**Run 1: track usage over the die**

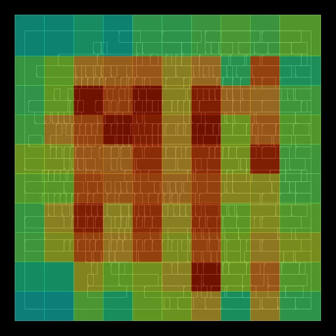
**Run 1: ports around the boundary**

Drawn at 6 px/um. Pins as bars across the die edge, other pins in gray.
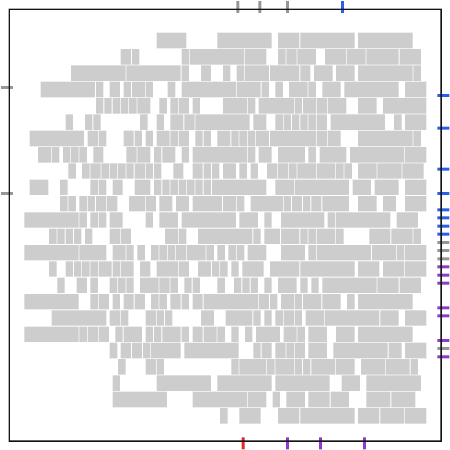
**Run 1: close-up of the layout**

Region (23, 9) to (48, 34) um. Cells in gray, sequential cells in the stronger gray; small squares are vias.
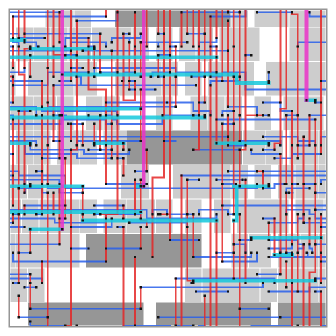
==> config.mk <==
export PLATFORM = sky130hd
export DESIGN_NAME = census_window_ctrl
export DESIGN_NICKNAME = d
export VERILOG_FILES = /design/src/rtl/census_pkg.sv /design/src/rtl/census_window_ctrl_raster_counter.sv /design/src/rtl/census_window_ctrl.sv
export SDC_FILE = /design/constraint.sdc
export NUM_CORES = 1
export LEC_CHECK = 0
export ABC_AREA = 1
export ABC_CLOCK_PERIOD_IN_PS = 3200
export CAP_MARGIN = 15
export CORE_MARGIN = 2
export CORE_UTILIZATION = 62
export DETAILED_ROUTE_END_ITERATION = 8
export GPL_TIMING_DRIVEN = 0
export HOLD_SLACK_MARGIN = 0.05
export MAX_ROUTING_LAYER = met4
export PLACE_DENSITY = 0.92
export SLEW_MARGIN = 0
export SYNTH_ARGS = -nofsm -noshare
export SYNTH_HDL_FRONTEND = slang
export SYNTH_SLANG_ARGS = --single-unit
==> constraint.sdc <==
create_clock -name clk -period 3.2 [get_ports clk]
set_input_delay 0.48 -clock clk [delete_from_list [all_inputs] [get_ports clk]]
set_output_delay 0.48 -clock clk [all_outputs]
set_load 0.05 [all_outputs]
==> run summary <==
Implementation status.

- The run finished with clean final reports.
- For this configuration, the core starts out at a cell density of 64.9%.
- The clock-pin slew on the worst setup and hold paths is 0.07 ns.
- The flow inserted 52 tap cells.
- STA reports a reg2reg setup slack of 0.54 ns.
- The number of antenna violations at the first check in global routing is 0.
- Per the final timing report, the hold violations number 0.
- The path type of the worst min-delay path is flip-flop to flip-flop.
- The number of nets in the final layout is 408.
- The most frequent cell on the critical path is sky130_fd_sc_hd__nand2_1.
- The number of warnings in the stage logs is 28.
- Ranked by total area, the top cell class in this layout is logic gates.
- The routed wire length on met2 is 3270 um.
- The final setup violation count is 0.
- The detailed router finished its first iteration with 206 violations.
- The buffering stage count on the worst path with inverters included is 4.
- The met3 usage in global routing is 5.06%.
- The number of cells in the yosys synthesis report is 364.
- The fraction of layout cells with a size suffix above 1 is 15.8%.
- The area fraction of the largest cell type after synthesis is 37.0%.
- The power after layout is 0.00113 W.
- The number of max-cap violations is 0.
- The cell family contributing the most delay on the critical path is buffers and inverters.
- The max-slew violation count is 0.
- The cell at the root of the clock tree is sky130_fd_sc_hd__clkbuf_8.
- The number of fill cells is 301.
- The top flip-flop cell by instance count after synthesis is sky130_fd_sc_hd__dfrtp_1.
- The power per cell area is 346 nW/um2.
- The peak-usage layer in the global routing report is met2.
- Per report_power, the combinational group accounts for 20.2% of the total.
- The highest routing layer actually used is met4.
- For the finished layout, the period the worst path requires is 3.01 ns.
- The clock passes through at most 2 buffers.
- The CTS buffer count is 5.
- Row generation in the floorplan step produced 24 rows.
- The largest individual stage delay along the critical path comes from the cell sky130_fd_sc_hd__dlygate4sd2_1.
- Per the timing report, the achievable frequency comes out to 0.332 GHz.
- The highest fanout seen on the critical path is 10.
- The worst slew margin relative to its limit is 43.1%.
- The ratio of routed vias to standard cells is 5.63.
- The final layout contains routed wiring with a total length of 6390 um.
- Summing the areas of all fa, ha and maj instances in the mapped netlist gives 2.20% of the synthesized area.
- The stat command in Yosys gives a chip area of 2840 um2.
- Across the whole layout, storage elements make up 32.2% of the cell area.
- The half-perimeter wire length after detailed placement is 4820 um.
- On the final layout, the worst clock skew is 0.00665 ns.
- The kind of capture point of the worst setup path is an output port.
- Warnings reported by Yosys during synthesis add up to 0.
- A synthesized cell averages 7.81 um2.
- The area inside the core boundary is 4380 um2.
- Gates resized during post-CTS repair numbered 1.
- The number of levels the H-tree was split into is 2.
- The type of the worst setup path is input pin to output port.
- From synthesis to final layout, the design area changed by 14.6%.
- Per the layout area report, the combinational fraction of cell area is 47.1%.
- The sequential share of power is 50.9%.
- The analysis reports a worst IR drop on VDD of 0.202 mV.
- The count of sequential standard cells is 42.
- The overall fraction of global-route tracks in use is 28.4%.
- For reference, the critical path cell chain is clkdlybuf4s50_1 > inv_1 > nand2_1 > nand2_1 > a21oi_2 > clkbuf_1 > dlygate4sd2_1.
- The met1 wire length is 2540 um.
- The multi-input logic area is 1540 um2.
- The reported net switching power is 0.000350 W.
- The number of stages on the worst hold path is 2.
- The count of flip-flops with a built-in enable after synthesis is 0.
- After synthesis, the cell types taking the most area are sky130_fd_sc_hd__dfrtp_1 (37%), sky130_fd_sc_hd__nand2_1 (14%), sky130_fd_sc_hd__nand3_1 (5.6%), sky130_fd_sc_hd__inv_1 (5.1%), sky130_fd_sc_hd__o21ai_2 (4.9%).
- The number of remaining DRC errors is 0.
- Before CTS, the worst setup slack after placement is -0.0988 ns.
- Setup repair after global routing left no endpoint under its margin.
- The worst stage delay on the critical path is 0.59 ns.
- Counting flops with an async set or reset pin after synthesis yields a share of 100%.
- The die footprint is 5140 um2.
- The first TritonRoute pass finished after 6 iterations.
- Synthesis produced 364 cells.
- The placement summary gives the final routability congestion estimate as 0.984.
- The number of stages on the worst setup path is 7.
Notes on 'track usage over the die' above:
wire length per cell after detailed routing: 14.2 um
met2 Use GR: 47.8%
Finished Core Util: 74.3%

Notes on 'ports around the boundary' above:
- in_valid: red (pins 1; direction input; edge south)
- win_col: purple (pins 10; direction output; edge 7 east, 3 south)
- win_row: blue (pins 9; direction output; edge 8 east, 1 north)
- all pins by edge: 19 east, 4 north, 4 south, 2 west
die outline width: 71.7 um
count of input and output buffers: 27

Notes on 'close-up of the layout' above:
- M3: cyan
- M1: blue
- M4: magenta
- M2: red
- cells with their middle in the window: 73
- sequential cells in the window: 4
- most frequent: nand2_1 (21), inv_1 (10)

## run 1: synthesized netlist by cell type (3+ instances only)
cell / number
sky130_fd_sc_hd__o21ai_0: 11
sky130_fd_sc_hd__nor3_1: 5
sky130_fd_sc_hd__o22ai_1: 4
sky130_fd_sc_hd__nand4_1: 13
sky130_fd_sc_hd__o21ai_2: 16
sky130_fd_sc_hd__xor2_1: 12
sky130_fd_sc_hd__a21oi_1: 3
sky130_fd_sc_hd__dfrtp_1: 42
sky130_fd_sc_hd__ha_1: 5
sky130_fd_sc_hd__xnor2_1: 7
sky130_fd_sc_hd__nand2_4: 12
sky130_fd_sc_hd__nor2_1: 27
sky130_fd_sc_hd__inv_1: 39
sky130_fd_sc_hd__nand2_2: 7
sky130_fd_sc_hd__nand3_1: 32
sky130_fd_sc_hd__nand2_1: 104
## run 1: stage by stage
step | hold slack, ns | instances | setup TNS, ns | utilization [%] | area [um2]
after floorplan | 0.493 | 364 | 0 | - | 2840
after global placement | 0.459 | 443 | -0.187 | 72.5 | 3180
after detailed placement | 0.464 | 443 | -0.517 | 72.5 | 3180
after CTS | 0.484 | 450 | 0 | 74.2 | 3250
after global routing | 0.516 | 450 | 0 | 74.3 | 3260
final | 0.479 | 450 | 0 | 74.3 | 3260
## run 1: power by group through the flow
stage | Sequential (W) | Combinational, W | Clock (W)
floorplan | 0.000612 | 0.000140 | 0
global placement | 0.000583 | 0.000221 | 0
detailed placement | 0.000584 | 0.000226 | 0
CTS | 0.000574 | 0.000228 | 0.000336
global route | 0.000577 | 0.000251 | 0.000353
finish | 0.000575 | 0.000228 | 0.000326
Power and IR drop assume default switching activity.
